<file path="src/rtl/gdu_pkg.sv">
// rtl/gdu_pkg.sv - shared VGA timing, frame geometry and fetch-state encoding
// Contents: 640x480@60 timing constants, framebuffer line width in words,
//           fetch FSM state type/encodings, frame size helper.
package gdu_pkg;

    localparam int H_TOTAL        = 800;
    localparam int HS_START       = 656;
    localparam int HS_END         = 752;
    localparam int V_TOTAL        = 525;
    localparam int VS_START       = 490;
    localparam int VS_END         = 492;
    localparam int WORDS_PER_LINE = 320;

    typedef logic [1:0] fetch_state_t;
    localparam fetch_state_t FS_IDLE      = 2'd0;
    localparam fetch_state_t FS_REQ       = 2'd1;
    localparam fetch_state_t FS_WAIT_DATA = 2'd2;
    localparam fetch_state_t FS_RESTART   = 2'd3;

    // Two 16-bit pixels per 32-bit framebuffer word.
    function automatic int frame_words(input int h_active, input int v_active);
        return (h_active / 2) * v_active;
    endfunction

endpackage

</file>
<file path="src/rtl/frame_scanout_reader_if.sv">
// rtl/frame_scanout_reader_if.sv - Avalon-MM burst read bus between scanout reader and framebuffer
// Signals: avm_address/avm_burstcount/avm_byteenable/avm_read (master -> slave),
//          avm_readdata/avm_readdatavalid/avm_waitrequest (slave -> master).
interface frame_scanout_reader_if;
    logic [31:0] avm_address;
    logic [3:0]  avm_burstcount;
    logic [3:0]  avm_byteenable;
    logic        avm_read;
    logic [31:0] avm_readdata;
    logic        avm_readdatavalid;
    logic        avm_waitrequest;

    modport master (
        output avm_address, avm_burstcount, avm_byteenable, avm_read,
        input  avm_readdata, avm_readdatavalid, avm_waitrequest
    );

    modport slave (
        input  avm_address, avm_burstcount, avm_byteenable, avm_read,
        output avm_readdata, avm_readdatavalid, avm_waitrequest
    );
endinterface

</file>
<file path="src/rtl/frame_scanout_reader_scanout_fifo.sv">
// rtl/frame_scanout_reader_scanout_fifo.sv - 32-bit first-word-fall-through line FIFO
// Ports: clk0, reset (sync, active-high); push/wdata write side; pop/rdata read side
//        (rdata is the current head); flush empties the FIFO and overrides push/pop;
//        empty flag; free = DEPTH - occupancy. DEPTH must be a power of two.
module scanout_fifo #(
    parameter int DEPTH = 64,
    parameter int CW    = $clog2(DEPTH) + 1
) (
    input  logic          clk0,
    input  logic          reset,
    input  logic          push,
    input  logic [31:0]   wdata,
    input  logic          pop,
    input  logic          flush,
    output logic [31:0]   rdata,
    output logic          empty,
    output logic [CW-1:0] free
);
    localparam int AW = $clog2(DEPTH);

    logic [31:0]   mem [DEPTH];
    logic [AW-1:0] wr_ptr;
    logic [AW-1:0] rd_ptr;
    logic [CW-1:0] count;
    logic          do_push;
    logic          do_pop;

    assign do_push = push && (count != CW'(DEPTH));
    assign do_pop  = pop && (count != '0);

    always_ff @(posedge clk0) begin
        if (do_push) begin
            mem[wr_ptr] <= wdata;
        end
    end

    always_ff @(posedge clk0) begin
        if (reset || flush) begin
            wr_ptr <= '0;
            rd_ptr <= '0;
            count  <= '0;
        end else begin
            if (do_push) wr_ptr <= wr_ptr + AW'(1);
            if (do_pop)  rd_ptr <= rd_ptr + AW'(1);
            case ({do_push, do_pop})
                2'b10:   count <= count + CW'(1);
                2'b01:   count <= count - CW'(1);
                default: count <= count;
            endcase
        end
    end

    assign rdata = mem[rd_ptr];
    assign empty = (count == '0);
    assign free  = CW'(DEPTH) - count;
endmodule

</file>
<file path="src/rtl/frame_scanout_reader.sv">
// rtl/frame_scanout_reader.sv - framebuffer burst fetcher, line FIFO and VGA timing/pixel output
// Ports: clk0, reset (sync, active-high); pix_en pixel strobe; frame_address (latched at restart);
//        avm Avalon-MM burst read master; vga_hs/vga_vs (active-low), vga_blank_n, vga_pixel;
//        frame_start pulse on vcount wrap; underflow sticky flag cleared at frame start.
module frame_scanout_reader
    import gdu_pkg::*;
#(
    parameter int H_ACTIVE    = 640,
    parameter int V_ACTIVE    = 480,
    parameter int BURST       = 8,
    parameter int FIFO_DEPTH  = 64,
    parameter int LINE_TOTAL  = H_TOTAL,
    parameter int HSYNC_START = HS_START,
    parameter int HSYNC_END   = HS_END,
    parameter int FRAME_LINES = V_TOTAL,
    parameter int VSYNC_START = VS_START,
    parameter int VSYNC_END   = VS_END
) (
    input  logic                  clk0,
    input  logic                  reset,
    input  logic                  pix_en,
    input  logic [31:0]           frame_address,
    frame_scanout_reader_if.master avm,
    output logic                  vga_hs,
    output logic                  vga_vs,
    output logic                  vga_blank_n,
    output logic [15:0]           vga_pixel,
    output logic                  frame_start,
    output logic                  underflow
);
    localparam int FRAME_WORDS = frame_words(H_ACTIVE, V_ACTIVE);
    localparam int CW          = $clog2(FIFO_DEPTH) + 1;
    localparam int BW          = $clog2(BURST + 1);

    logic [9:0]    hcount;
    logic [9:0]    vcount;
    fetch_state_t  state;
    logic [31:0]   fetch_ptr;
    logic [17:0]   words_fetched;
    logic [BW-1:0] beat_cnt;
    logic          restart_pending;

    logic          h_last;
    logic          v_last;
    logic          active;
    logic          restart_evt;
    logic          restart_due;

    logic          fifo_push;
    logic          fifo_pop;
    logic          fifo_flush;
    logic          fifo_empty;
    logic [31:0]   fifo_rdata;
    logic [CW-1:0] fifo_free;

    assign h_last      = (hcount == 10'(LINE_TOTAL - 1));
    assign v_last      = (vcount == 10'(FRAME_LINES - 1));
    assign active      = (hcount < 10'(H_ACTIVE)) && (vcount < 10'(V_ACTIVE));
    // Start of vertical blanking: the whole next frame is refetched from here.
    assign restart_evt = pix_en && (hcount == 10'd0) && (vcount == 10'(V_ACTIVE));
    assign restart_due = restart_pending || restart_evt;

    assign avm.avm_burstcount = 4'(BURST);
    assign avm.avm_byteenable = 4'b1111;

    assign fifo_push  = (state == FS_WAIT_DATA) && avm.avm_readdatavalid;
    assign fifo_pop   = pix_en && active && hcount[0] && !fifo_empty;
    assign fifo_flush = (state == FS_RESTART);

    scanout_fifo #(.DEPTH(FIFO_DEPTH), .CW(CW)) u_fifo (
        .clk0  (clk0),
        .reset (reset),
        .push  (fifo_push),
        .wdata (avm.avm_readdata),
        .pop   (fifo_pop),
        .flush (fifo_flush),
        .rdata (fifo_rdata),
        .empty (fifo_empty),
        .free  (fifo_free)
    );

    always_ff @(posedge clk0) begin
        if (reset) begin
            hcount <= '0;
            vcount <= '0;
        end else if (pix_en) begin
            if (h_last) begin
                hcount <= '0;
                vcount <= v_last ? 10'd0 : vcount + 10'd1;
            end else begin
                hcount <= hcount + 10'd1;
            end
        end
    end

    // Video outputs are computed from the pre-increment counters.
    always_ff @(posedge clk0) begin
        if (reset) begin
            vga_hs      <= 1'b1;
            vga_vs      <= 1'b1;
            vga_blank_n <= 1'b0;
            vga_pixel   <= '0;
            frame_start <= 1'b0;
            underflow   <= 1'b0;
        end else begin
            frame_start <= pix_en && h_last && v_last;
            if (pix_en) begin
                vga_hs      <= !((hcount >= 10'(HSYNC_START)) && (hcount < 10'(HSYNC_END)));
                vga_vs      <= !((vcount >= 10'(VSYNC_START)) && (vcount < 10'(VSYNC_END)));
                vga_blank_n <= active;
                if (active && !fifo_empty) begin
                    vga_pixel <= hcount[0] ? fifo_rdata[31:16] : fifo_rdata[15:0];
                end else begin
                    vga_pixel <= '0;
                end
            end
            if (pix_en && h_last && v_last) begin
                underflow <= 1'b0;
            end else if (pix_en && active && fifo_empty) begin
                underflow <= 1'b1;
            end
        end
    end

    // Fetch FSM: one burst in flight at most; a started burst always completes
    // before a pending restart is honoured.
    always_ff @(posedge clk0) begin
        if (reset) begin
            state           <= FS_RESTART;
            fetch_ptr       <= '0;
            words_fetched   <= '0;
            beat_cnt        <= '0;
            restart_pending <= 1'b0;
            avm.avm_read    <= 1'b0;
            avm.avm_address <= '0;
        end else begin
            if (restart_evt) restart_pending <= 1'b1;
            case (state)
                FS_IDLE: begin
                    if (restart_due) begin
                        state <= FS_RESTART;
                    end else if ((fifo_free >= CW'(BURST)) && (words_fetched < 18'(FRAME_WORDS))) begin
                        state           <= FS_REQ;
                        avm.avm_read    <= 1'b1;
                        avm.avm_address <= fetch_ptr;
                    end
                end
                FS_REQ: begin
                    if (!avm.avm_waitrequest) begin
                        avm.avm_read <= 1'b0;
                        fetch_ptr    <= fetch_ptr + 32'(BURST * 4);
                        beat_cnt     <= '0;
                        state        <= FS_WAIT_DATA;
                    end
                end
                FS_WAIT_DATA: begin
                    if (avm.avm_readdatavalid) begin
                        if (beat_cnt == BW'(BURST - 1)) begin
                            beat_cnt      <= '0;
                            words_fetched <= words_fetched + 18'(BURST);
                            state         <= restart_due ? FS_RESTART : FS_IDLE;
                        end else begin
                            beat_cnt <= beat_cnt + BW'(1);
                        end
                    end
                end
                default: begin
                    fetch_ptr       <= frame_address;
                    words_fetched   <= '0;
                    beat_cnt        <= '0;
                    restart_pending <= restart_evt;
                    state           <= FS_IDLE;
                end
            endcase
        end
    end
endmodule
</file>
<file path="src/flat_wrapper.sv">
// flat-port wrapper written by rule: the top's interface ports become plain ports
module frame_scanout_reader_flat import gdu_pkg::*;
#(
    parameter int H_ACTIVE    = 640,
    parameter int V_ACTIVE    = 480,
    parameter int BURST       = 8,
    parameter int FIFO_DEPTH  = 64,
    parameter int LINE_TOTAL  = H_TOTAL,
    parameter int HSYNC_START = HS_START,
    parameter int HSYNC_END   = HS_END,
    parameter int FRAME_LINES = V_TOTAL,
    parameter int VSYNC_START = VS_START,
    parameter int VSYNC_END   = VS_END
)
  (clk0, reset, pix_en, frame_address, vga_hs, vga_vs, vga_blank_n, vga_pixel, frame_start, underflow, avm_avm_address, avm_avm_burstcount, avm_avm_byteenable, avm_avm_read, avm_avm_readdata, avm_avm_readdatavalid, avm_avm_waitrequest);
  frame_scanout_reader_if avm_i ();
  input  logic clk0;
  input  logic reset;
  input  logic pix_en;
  input  logic [31:0] frame_address;
  output logic vga_hs;
  output logic vga_vs;
  output logic vga_blank_n;
  output logic [15:0] vga_pixel;
  output logic frame_start;
  output logic underflow;
  output wire logic [$bits(avm_i.avm_address)-1:0] avm_avm_address;
  output wire logic [$bits(avm_i.avm_burstcount)-1:0] avm_avm_burstcount;
  output wire logic [$bits(avm_i.avm_byteenable)-1:0] avm_avm_byteenable;
  output wire logic [$bits(avm_i.avm_read)-1:0] avm_avm_read;
  input wire logic [$bits(avm_i.avm_readdata)-1:0] avm_avm_readdata;
  input wire logic [$bits(avm_i.avm_readdatavalid)-1:0] avm_avm_readdatavalid;
  input wire logic [$bits(avm_i.avm_waitrequest)-1:0] avm_avm_waitrequest;
  assign avm_avm_address = avm_i.avm_address;
  assign avm_avm_burstcount = avm_i.avm_burstcount;
  assign avm_avm_byteenable = avm_i.avm_byteenable;
  assign avm_avm_read = avm_i.avm_read;
  assign avm_i.avm_readdata = avm_avm_readdata;
  assign avm_i.avm_readdatavalid = avm_avm_readdatavalid;
  assign avm_i.avm_waitrequest = avm_avm_waitrequest;
  frame_scanout_reader #(.H_ACTIVE(H_ACTIVE), .V_ACTIVE(V_ACTIVE), .BURST(BURST), .FIFO_DEPTH(FIFO_DEPTH), .LINE_TOTAL(LINE_TOTAL), .HSYNC_START(HSYNC_START), .HSYNC_END(HSYNC_END), .FRAME_LINES(FRAME_LINES), .VSYNC_START(VSYNC_START), .VSYNC_END(VSYNC_END)) u_core (.clk0(clk0), .reset(reset), .pix_en(pix_en), .frame_address(frame_address), .avm(avm_i), .vga_hs(vga_hs), .vga_vs(vga_vs), .vga_blank_n(vga_blank_n), .vga_pixel(vga_pixel), .frame_start(frame_start), .underflow(underflow));
endmodule
</file>
<file path="config.mk">
export PLATFORM = sky130hd
export DESIGN_NAME = frame_scanout_reader_flat
export DESIGN_NICKNAME = d
export VERILOG_FILES = /design/src/rtl/gdu_pkg.sv /design/src/rtl/frame_scanout_reader_if.sv /design/src/rtl/frame_scanout_reader_scanout_fifo.sv /design/src/rtl/frame_scanout_reader.sv /design/src/flat_wrapper.sv
export SDC_FILE = /design/constraint.sdc
export NUM_CORES = 2
export LEC_CHECK = 0
export CAP_MARGIN = 20
export CORE_UTILIZATION = 40
export CTS_BUF_LIST = sky130_fd_sc_hd__clkbuf_8
export CTS_CLUSTER_DIAMETER = 120
export CTS_CLUSTER_SIZE = 40
export DETAILED_ROUTE_END_ITERATION = 6
export HOLD_SLACK_MARGIN = 0.1
export MAX_ROUTING_LAYER = met4
export PLACE_DENSITY = 0.65
export SLEW_MARGIN = 20
export SYNTH_ARGS = -nofsm -noshare
export SYNTH_HDL_FRONTEND = slang
export SYNTH_SLANG_ARGS = --single-unit
</file>
<file path="constraint.sdc">
create_clock -name clk0 -period 3.6 [get_ports clk0]
set_input_delay 0.54 -clock clk0 [delete_from_list [all_inputs] [get_ports clk0]]
set_output_delay 0.54 -clock clk0 [all_outputs]
set_load 0.01 [all_outputs]
</file>
==> out/summary.txt <==
WHS: 125.4 ps
uppermost layer routed: met4
Int Pwr: 30010 µW
failing checks: design-rule violations
row count: 169
ys flop type: edfxtp_1
TritonCTS buffer count: 61
YS warnings: 0
met2 Track Usage GR: 32.89%
DRT antenna net count: 0
DRC Markers: 19
most numerous cell in the Yosys netlist: edfxtp_1
outcome: finished with violations
Tmin final: 3228 ps
Max Cap Viol: 0
Top reg by flops: u_core.u_fifo.mem
WL met3: 15820 µm
filler cell count: 18110
share of the yosys chip area belonging to registers: 75.33%
quantity of gates resized following cts: 0
Slew @ Worst Pin: 1102 ps
critical path endpoint category: flip-flop
OpenROAD warnings: 30
CTS tree: done
DR vias/cell: 5.849
Post-Synthesis Cells: 4478
core area: 212500 µm²
Sum Neg Setup Slack: 0 ps
Top pwr grp: sequential cells
-- cell usage in the layout (no fill, tap or decap), types with 65 or more instances in the layout --
master           synthesis  final
edfxtp_1              2048   2048
mux4_2                 405    405
mux2i_1                284    284
buf_4                   29    229
nand2_1                188    187
nor2_1                 225    160
dfxtp_1                153    148
a21oi_1                126    126
nand3_1                100    100
buf_12                   3     90
clkdlybuf4s50_1          0     89
a22oi_1                 69     69
o21ai_0                 65     65
-- through the flow --
step / setup WS (ps) / total power [µW] / utilization [%] / instance area (µm²) / instances
after floorplan: 161.0 / 28970 / - / 85720 / 4484
after global placement: -83.62 / 29580 / 43.64 / 92730 / 7465
after detailed placement: -61.67 / 29630 / 43.64 / 92730 / 7465
after CTS: 264.5 / 38000 / 44.18 / 93890 / 7574
after global routing: 76.50 / 38820 / 44.29 / 94120 / 7594
final: 372.4 / 37790 / 44.29 / 94120 / 7594
-- layout make-up --
type                    instances  area, µm²  area share, %
flip-flops and latches       2201      64580          68.61
multi-input cells            2000      20140          21.40
repair buffers                444       4692          4.985
well taps                    2821       3530          3.750
clock buffers                  62      853.3         0.9066
clock inverters                39      226.5         0.2406
inverters                      21      83.83        0.08906
diodes                          6      15.01        0.01595
-- logic make-up (layout without fill, tap and decap cells) --
| kind of cell | count (synthesis) | in the layout |
|---|---|---|
| AND-OR/OR-AND | 510 | 510 |
| XOR/XNOR | 45 | 45 |
| buffers and inverters | 283 | 566 |
| other | 2 | 14 |
| multiplexers | 720 | 720 |
| AND/OR/NAND/NOR | 705 | 705 |
| adder cells (fa/ha/maj) | 12 | 12 |
| flip-flops | 2201 | 2201 |
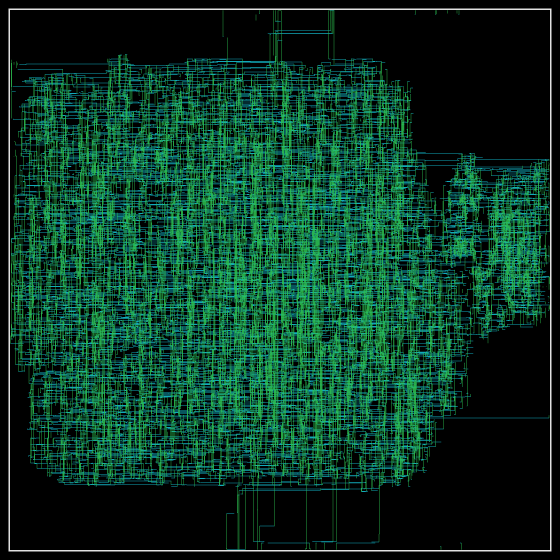
**Above:** wiring by layer.
Only two layers are drawn.
| color | layer | wire length |
|---|---|---|
| cyan | met1 | 90.3 mm |
| green | met2 | 107 mm |
via count: 44420
DRT Wirelength: 219100 µm
Tot GR Track Use: 20.47%
WL per Instance: 28.86 µm

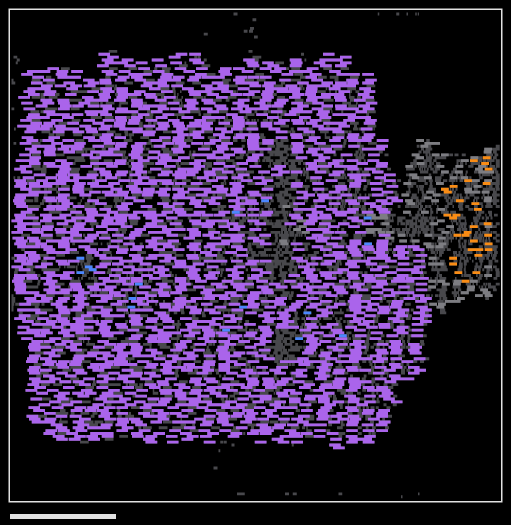
**Above:** sequential cells grouped by signal name.
The bar under the picture is 100 µm long.
| color | name in the netlist | placed flops |
|---|---|---|
| orange | `u_core.fetch_ptr` | 32 |
| purple | `u_core.u_fifo.mem` | 2048 |
| blue | `u_core.vga_pixel` | 16 |
not colored: 105
Seq. pwr: 28100 µW
Register Area: 64580 µm²
sequential cell area share: 68.61%
Core Util, Final: 44.29%

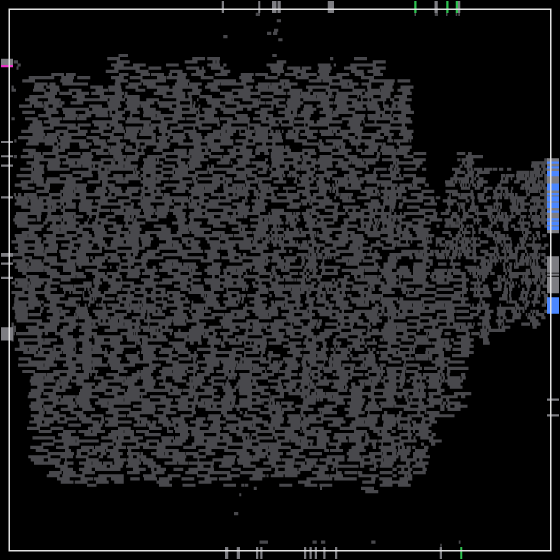
**Above:** I/O pins on the die edge.
Pins as bars across the die edge, other pins in gray.
| color | port | pins | direction | edge |
|---|---|---|---|---|
| green | `avm_avm_burstcount` | 4 | output | 3 top, 1 bottom |
| blue | `avm_avm_address` | 32 | output | right |
| magenta | `clk0` | 1 | input | left |
# port buffers: 122
DIE HEIGHT: 464.9 µm
die width: 464.9 µm

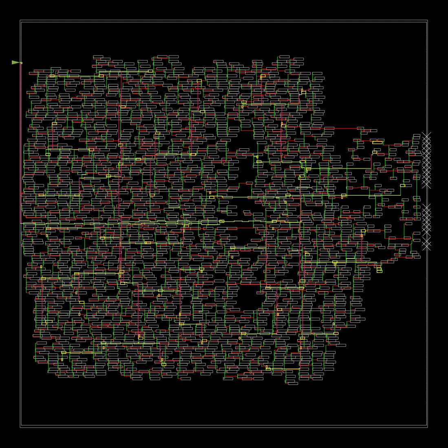
**Above:** clock routing.
number of clock buffers in the layout: 62
Late-Pin Clk Latency: 980 ps
worst clock skew: 68.47 ps
CTS sink cnt: 2201
registers: 2201

Power is estimated from default activity; no workload was simulated.
